==> src/rtl/fcc_gate_pkg.sv <==
// Shared types and constants for the flying-capacitor gate driver slice.
// Holds the per-channel state encoding, fault code bit positions and the
// default trip thresholds used by gate_deadtime_prot.
package fcc_gate_pkg;

  typedef enum logic [2:0] {
    ST_OFF,
    ST_LOW_ON,
    ST_DT_UP,
    ST_HIGH_ON,
    ST_DT_DN
  } chan_state_e;

  localparam int unsigned FAULT_VOUT_BIT = 0;
  localparam int unsigned FAULT_VFC_BIT  = 1;

  localparam int          DEF_DEAD_CYCLES = 8;
  localparam int          DEF_TRIP_COUNT  = 3;
  localparam logic [11:0] DEF_VOUT_MAX    = 12'd3000;
  localparam logic [11:0] DEF_VFC_MAX     = 12'd2000;

endpackage

==> src/rtl/gate_deadtime_prot_if.sv <==
// Signal bundle between the modulator/ADC side and the gate driver.
// The slave modport is the gate driver; the master modport is whoever
// feeds it commands and samples. Optional GATE_DEADTIME_RUNTIME_EN adds a
// runtime dead-time input.
interface gate_deadtime_prot_if;

`ifdef GATE_DEADTIME_RUNTIME_EN
  logic [7:0]  dead_cycles_i;
`endif
  logic        en_i;
  logic [1:0]  pwm_cmd_i;
  logic        sample_valid_i;
  logic [11:0] vout_i;
  logic [11:0] vfc_i;
  logic        clear_i;
  logic [3:0]  gate_o;
  logic        fault_o;
  logic [1:0]  fault_code_o;

  modport slave (
`ifdef GATE_DEADTIME_RUNTIME_EN
    input  dead_cycles_i,
`endif
    input  en_i,
    input  pwm_cmd_i,
    input  sample_valid_i,
    input  vout_i,
    input  vfc_i,
    input  clear_i,
    output gate_o,
    output fault_o,
    output fault_code_o
  );

  modport master (
`ifdef GATE_DEADTIME_RUNTIME_EN
    output dead_cycles_i,
`endif
    output en_i,
    output pwm_cmd_i,
    output sample_valid_i,
    output vout_i,
    output vfc_i,
    output clear_i,
    input  gate_o,
    input  fault_o,
    input  fault_code_o
  );

endinterface

==> src/rtl/deadtime_leg.sv <==
// One converter cell: turns a single top-switch command into a
// complementary high/low gate pair with a dead-time gap between them.
// gate_o[0] = high side, gate_o[1] = low side, both registered.
module deadtime_leg
  import fcc_gate_pkg::*;
(
  input  logic       clk_i,
  input  logic       rst_ni,
  input  logic       force_off_i,
  input  logic       cmd_i,
  input  logic [7:0] dead_cycles_i,
  output logic [1:0] gate_o
);

  chan_state_e state_q, state_d;
  logic [7:0]  cnt_q, cnt_d;
  logic [1:0]  gate_q, gate_d;
  logic [7:0]  load;

  // A dead time of 0 behaves as 1; the counter runs from N-1 down to 0
  assign load = (dead_cycles_i == 8'd0) ? 8'd0 : dead_cycles_i - 8'd1;

  // Next state, dead counter and gate pair computed from the next state
  always_comb begin
    state_d = state_q;
    cnt_d   = cnt_q;
    gate_d  = 2'b00;

    unique case (state_q)
      ST_OFF: begin
        if (cnt_q != 8'd0) cnt_d = cnt_q - 8'd1;
        else if (!cmd_i)   state_d = ST_LOW_ON;
      end
      ST_LOW_ON: begin
        if (cmd_i) begin
          state_d = ST_DT_UP;
          cnt_d   = load;
        end
      end
      ST_DT_UP: begin
        if (!cmd_i)                state_d = ST_LOW_ON;
        else if (cnt_q == 8'd0)    state_d = ST_HIGH_ON;
        else                       cnt_d   = cnt_q - 8'd1;
      end
      ST_HIGH_ON: begin
        if (!cmd_i) begin
          state_d = ST_DT_DN;
          cnt_d   = load;
        end
      end
      ST_DT_DN: begin
        if (cmd_i)                 state_d = ST_HIGH_ON;
        else if (cnt_q == 8'd0)    state_d = ST_LOW_ON;
        else                       cnt_d   = cnt_q - 8'd1;
      end
      default: state_d = ST_OFF;
    endcase

    // Forced off: if the high side was just on, OFF must still wait out a
    // full dead time before the low side may come back; from the low side
    // no gap is owed.
    if (force_off_i) begin
      state_d = ST_OFF;
      if (state_q == ST_HIGH_ON)                         cnt_d = load;
      else if (state_q inside {ST_LOW_ON, ST_DT_UP})     cnt_d = 8'd0;
    end

    if (state_d == ST_LOW_ON)       gate_d = 2'b10;
    else if (state_d == ST_HIGH_ON) gate_d = 2'b01;
  end

  // State, counter and gate output registers
  always_ff @(posedge clk_i or negedge rst_ni) begin
    if (!rst_ni) begin
      state_q <= ST_OFF;
      cnt_q   <= 8'd0;
      gate_q  <= 2'b00;
    end else begin
      state_q <= state_d;
      cnt_q   <= cnt_d;
      gate_q  <= gate_d;
    end
  end

  assign gate_o = gate_q;

endmodule

==> src/rtl/gate_deadtime_prot.sv <==
// Gate driver for the 3-level flying-capacitor stage: two dead-time legs
// plus an over-voltage trip on Vout/Vfc that latches every gate off until
// a software clear. Optional macro GATE_DEADTIME_RUNTIME_EN takes the dead
// time from the dead_cycles_i bus input instead of DEAD_CYCLES.
module gate_deadtime_prot
  import fcc_gate_pkg::*;
#(
  parameter int          DEAD_CYCLES = DEF_DEAD_CYCLES,
  parameter logic [11:0] VOUT_MAX    = DEF_VOUT_MAX,
  parameter logic [11:0] VFC_MAX     = DEF_VFC_MAX,
  parameter int          TRIP_COUNT  = DEF_TRIP_COUNT
) (
  input logic                  clk_i,
  input logic                  rst_ni,
  gate_deadtime_prot_if.slave  bus
);

  localparam logic [3:0] TRIP_LIMIT = 4'(TRIP_COUNT);

  logic [7:0] dead_cycles;
  logic [3:0] gate;
  logic       force_off;
  logic       vout_over, vfc_over;
  logic       trip_vout, trip_vfc;
  logic [3:0] cnt_vout_q, cnt_vout_d;
  logic [3:0] cnt_vfc_q, cnt_vfc_d;
  logic       last_ok_q, last_ok_d;
  logic       fault_q, fault_d;
  logic [1:0] code_q, code_d;

`ifdef GATE_DEADTIME_RUNTIME_EN
  assign dead_cycles = bus.dead_cycles_i;
`else
  assign dead_cycles = 8'(DEAD_CYCLES);
`endif

  // Registered fault kills both legs; the trip therefore reaches the gates
  // one cycle after fault_o rises.
  assign force_off = !bus.en_i || fault_q;
  assign vout_over = bus.vout_i > VOUT_MAX;
  assign vfc_over  = bus.vfc_i > VFC_MAX;

  for (genvar k = 0; k < 2; k++) begin : g_leg
    deadtime_leg u_leg (
      .clk_i         (clk_i),
      .rst_ni        (rst_ni),
      .force_off_i   (force_off),
      .cmd_i         (bus.pwm_cmd_i[k]),
      .dead_cycles_i (dead_cycles),
      .gate_o        (gate[2*k +: 2])
    );
  end

  // Trip counters, fault latch and clear qualification; a trip beats a clear
  always_comb begin
    cnt_vout_d = cnt_vout_q;
    cnt_vfc_d  = cnt_vfc_q;
    last_ok_d  = last_ok_q;
    fault_d    = fault_q;
    code_d     = code_q;
    trip_vout  = 1'b0;
    trip_vfc   = 1'b0;

    if (bus.sample_valid_i) begin
      if (!vout_over)                     cnt_vout_d = 4'd0;
      else if (cnt_vout_q != TRIP_LIMIT)  cnt_vout_d = cnt_vout_q + 4'd1;
      if (!vfc_over)                      cnt_vfc_d  = 4'd0;
      else if (cnt_vfc_q != TRIP_LIMIT)   cnt_vfc_d  = cnt_vfc_q + 4'd1;
      last_ok_d = !vout_over && !vfc_over;
      trip_vout = cnt_vout_d == TRIP_LIMIT;
      trip_vfc  = cnt_vfc_d == TRIP_LIMIT;
    end

    if (trip_vout || trip_vfc) begin
      fault_d = 1'b1;
      if (trip_vout) code_d[FAULT_VOUT_BIT] = 1'b1;
      if (trip_vfc)  code_d[FAULT_VFC_BIT]  = 1'b1;
    end else if (bus.clear_i && last_ok_d) begin
      fault_d    = 1'b0;
      code_d     = 2'b00;
      cnt_vout_d = 4'd0;
      cnt_vfc_d  = 4'd0;
    end
  end

  // Trip/fault registers; last_ok starts set since nothing over-limit is seen
  always_ff @(posedge clk_i or negedge rst_ni) begin
    if (!rst_ni) begin
      cnt_vout_q <= 4'd0;
      cnt_vfc_q  <= 4'd0;
      last_ok_q  <= 1'b1;
      fault_q    <= 1'b0;
      code_q     <= 2'b00;
    end else begin
      cnt_vout_q <= cnt_vout_d;
      cnt_vfc_q  <= cnt_vfc_d;
      last_ok_q  <= last_ok_d;
      fault_q    <= fault_d;
      code_q     <= code_d;
    end
  end

  assign bus.gate_o       = gate;
  assign bus.fault_o      = fault_q;
  assign bus.fault_code_o = code_q;

endmodule

==> src/flat_wrapper.sv <==
// flat-port wrapper written by rule: the top's interface ports become plain ports
module gate_deadtime_prot_flat import fcc_gate_pkg::*;
#(
  parameter int          DEAD_CYCLES = DEF_DEAD_CYCLES,
  parameter logic [11:0] VOUT_MAX    = DEF_VOUT_MAX,
  parameter logic [11:0] VFC_MAX     = DEF_VFC_MAX,
  parameter int          TRIP_COUNT  = DEF_TRIP_COUNT
)
  (clk_i, rst_ni, bus_en_i, bus_pwm_cmd_i, bus_sample_valid_i, bus_vout_i, bus_vfc_i, bus_clear_i, bus_gate_o, bus_fault_o, bus_fault_code_o);
  gate_deadtime_prot_if bus_i ();
  input logic clk_i;
  input logic rst_ni;
  input wire logic [$bits(bus_i.en_i)-1:0] bus_en_i;
  input wire logic [$bits(bus_i.pwm_cmd_i)-1:0] bus_pwm_cmd_i;
  input wire logic [$bits(bus_i.sample_valid_i)-1:0] bus_sample_valid_i;
  input wire logic [$bits(bus_i.vout_i)-1:0] bus_vout_i;
  input wire logic [$bits(bus_i.vfc_i)-1:0] bus_vfc_i;
  input wire logic [$bits(bus_i.clear_i)-1:0] bus_clear_i;
  output wire logic [$bits(bus_i.gate_o)-1:0] bus_gate_o;
  output wire logic [$bits(bus_i.fault_o)-1:0] bus_fault_o;
  output wire logic [$bits(bus_i.fault_code_o)-1:0] bus_fault_code_o;
  assign bus_i.en_i = bus_en_i;
  assign bus_i.pwm_cmd_i = bus_pwm_cmd_i;
  assign bus_i.sample_valid_i = bus_sample_valid_i;
  assign bus_i.vout_i = bus_vout_i;
  assign bus_i.vfc_i = bus_vfc_i;
  assign bus_i.clear_i = bus_clear_i;
  assign bus_gate_o = bus_i.gate_o;
  assign bus_fault_o = bus_i.fault_o;
  assign bus_fault_code_o = bus_i.fault_code_o;
  gate_deadtime_prot #(.DEAD_CYCLES(DEAD_CYCLES), .VOUT_MAX(VOUT_MAX), .VFC_MAX(VFC_MAX), .TRIP_COUNT(TRIP_COUNT)) u_core (.clk_i(clk_i), .rst_ni(rst_ni), .bus(bus_i));
endmodule
==> config.mk <==
export PLATFORM = sky130hd
export DESIGN_NAME = gate_deadtime_prot_flat
export DESIGN_NICKNAME = d
export VERILOG_FILES = /design/src/rtl/fcc_gate_pkg.sv /design/src/rtl/gate_deadtime_prot_if.sv /design/src/rtl/deadtime_leg.sv /design/src/rtl/gate_deadtime_prot.sv /design/src/flat_wrapper.sv
export SDC_FILE = /design/constraint.sdc
export NUM_CORES = 1
export LEC_CHECK = 0
export ABC_AREA = 1
export CAP_MARGIN = 10
export CORE_ASPECT_RATIO = 0.75
export CORE_MARGIN = 5
export CORE_UTILIZATION = 56
export DETAILED_ROUTE_END_ITERATION = 8
export GPL_TIMING_DRIVEN = 0
export PLACE_DENSITY_LB_ADDON = 0.05
export RECOVER_POWER = 100
export SYNTH_ARGS = -nofsm -noshare
export SYNTH_HDL_FRONTEND = slang
export SYNTH_SLANG_ARGS = --single-unit
==> constraint.sdc <==
create_clock -name clk_i -period 2 [get_ports clk_i]
set_input_delay 0.4 -clock clk_i [delete_from_list [all_inputs] [get_ports clk_i]]
set_output_delay 0.4 -clock clk_i [all_outputs]
set_load 0.02 [all_outputs]
==> Slide: Implementation Results <==
Run Summary

Placement
  • GPL Wtd Cong: 0.936
  • Post-DP HPWL: about 5100 um
  • Placed Instance Area: between 0.003 and 0.004 sq mm
  • Setup WS pre-CTS: -0.0770 ns

Synth
  • Floorplan net count: roughly 500
  • Unique masters post-synth: 30
  • Most common cell in the netlist: nand2_1
  • Synth area leaders: dfrtp_1, nand2_1, inv_1
  • Post-Synth Simple-Gate Area: a little over two fifths
  • Yosys warns: 0
  • Area share, top type: between 30% and 40%
  • Synth Area in Compound Gates: approximately 8.4%
  • XOR Share, Synth: approximately 2.8%
  • Mapped Cells: between 400 and 500
  • Multiplexer share: 0%
  • Number of enable flip-flop cells: 0
  • Seq share, synth: between 30% and 40%
  • Yosys cell count: roughly 460
  • Post-synth top area cell: dfrtp_1
  • YS chip area: about 0.0029 sq mm

Timing
  • Final min period: between 1.5 and 2 ns
  • Final setup violation count: 0
  • Setup TNS: 0 ns
  • Worst hold slack: around 0.24 ns

Global routing
  • Initial antenna violation count: 0
  • GRT Max-Usage Layer: met2
  • Total GRT Usage: about a fifth
  • M3 GR Usage: between 5 and 6%

Clocking
  • Cts repair resizes: 0
  • Post-CTS Repair Setup Buffers: 0
  • Clk_lat worst skew: about 0.29 ns
  • Num CTS Buffers: 5
  • Clock transition at path regs: roughly 0.08 ns
  • CTS sink count: 38
  • CTS tree: built

Floorplan
  • Die x size: about 92 um
  • Die ar.: about 0.0066 sq mm
  • IO Pins: 38
  • # rows: 22
  • Core area: 0.00493 sq mm
  • Height of the die: approximately 70 um

Route
  • DR WL met2: roughly 2900 um
  • First drt pass iteration count: 4
  • Metal3 WL: around 430 um
  • Detailed-route DRC error count: 0
  • Avg WL per Cell: roughly 12 um
  • Top Metal Used: met4
  • Wl on met1: between 3000 and 4000 um

Layout
  • Register area: ~950 sq um
  • Final nets: between 500 and 600
  • FFs & Latches: 38
  • Largest register FFs: 16
  • Largest regs: u_core.g_leg.u_leg.cnt_q x16, u_core.g_leg.u_leg.state_q x6
  • Largest class: logic gates
  • Antenna Cells: 0
  • # fillers: around 430
  • CLK BUF: 5
  • Non-clk bufs: 40
  • Share of layout cells above drive strength 1: about 5.7%
  • Final cell count without fillers: approximately 570

Power
  • Comb power frac: between 40% and 50%
  • P_sw: between 1 and 1.5 mW
  • Peak supply drop: around 0.68 mV
  • Pint: 2.03 mW
  • Leakage: between 1.5 and 2 nW
  • Sw Share: between 40% and 50%
  • Flop pwr share: between 30% and 40%
  • Total chip power: between 3 and 4 mW
  • Clock Power: roughly 0.8 mW

Worst setup path
  • Critical Path Sink: u_core.cnt_vout_q[0]
  • Crit Path Category: in -> reg
  • Reg2Reg Depth: 11
  • Critical path data arrival time: roughly 2.1 ns
  • Cell chain of the critical path: dlygate4sd3_1, inv_1, nand2_1, nor2_1, nand2_1, nand2_1, nor2_1, nor2_1, nand2_2, nand3_2, buf_6, nand2_1, inv_1
  • Most used cell, CP: nand2_1
  • Critical Path Start Type: primary input
  • Critical path depth: 13
  • Critical Path RT: 2.24 ns
  • Critical path capture point type: flip-flop

Run status
  • Status: completed

Job
  • Log Warnings: 26
**The metal 1 layer**

The bar under the picture is 20 um long.
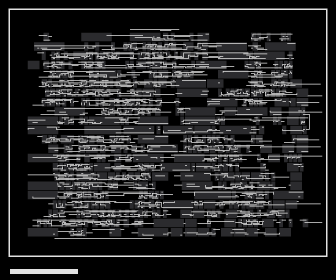
- longest straight run: 28.5 um
- nets with wire on the layer: 500
- wire length on this layer: 3220 um
- main direction: horizontal
Vias: 2955
grt met1 use: 28.6%
Post-Route WL: 6640 um

**M2 wires**

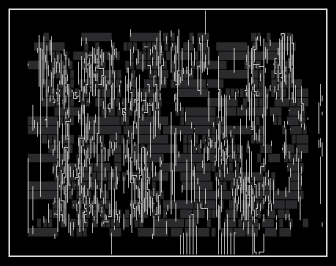
- main direction: vertical
- nets with wire on the layer: 413
met2 usage: 33.1%

**Signal wires on met3**

The bar under the picture is 20 um long.
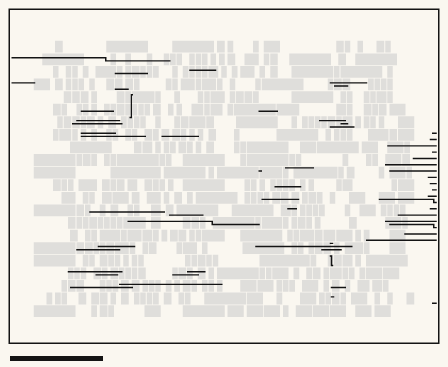
- wire length on this layer: 435 um
- longest straight run: 22.1 um
- share of all routed wire: 6.6%

Power figures rest on the tool's default switching activity, not on a simulated workload.
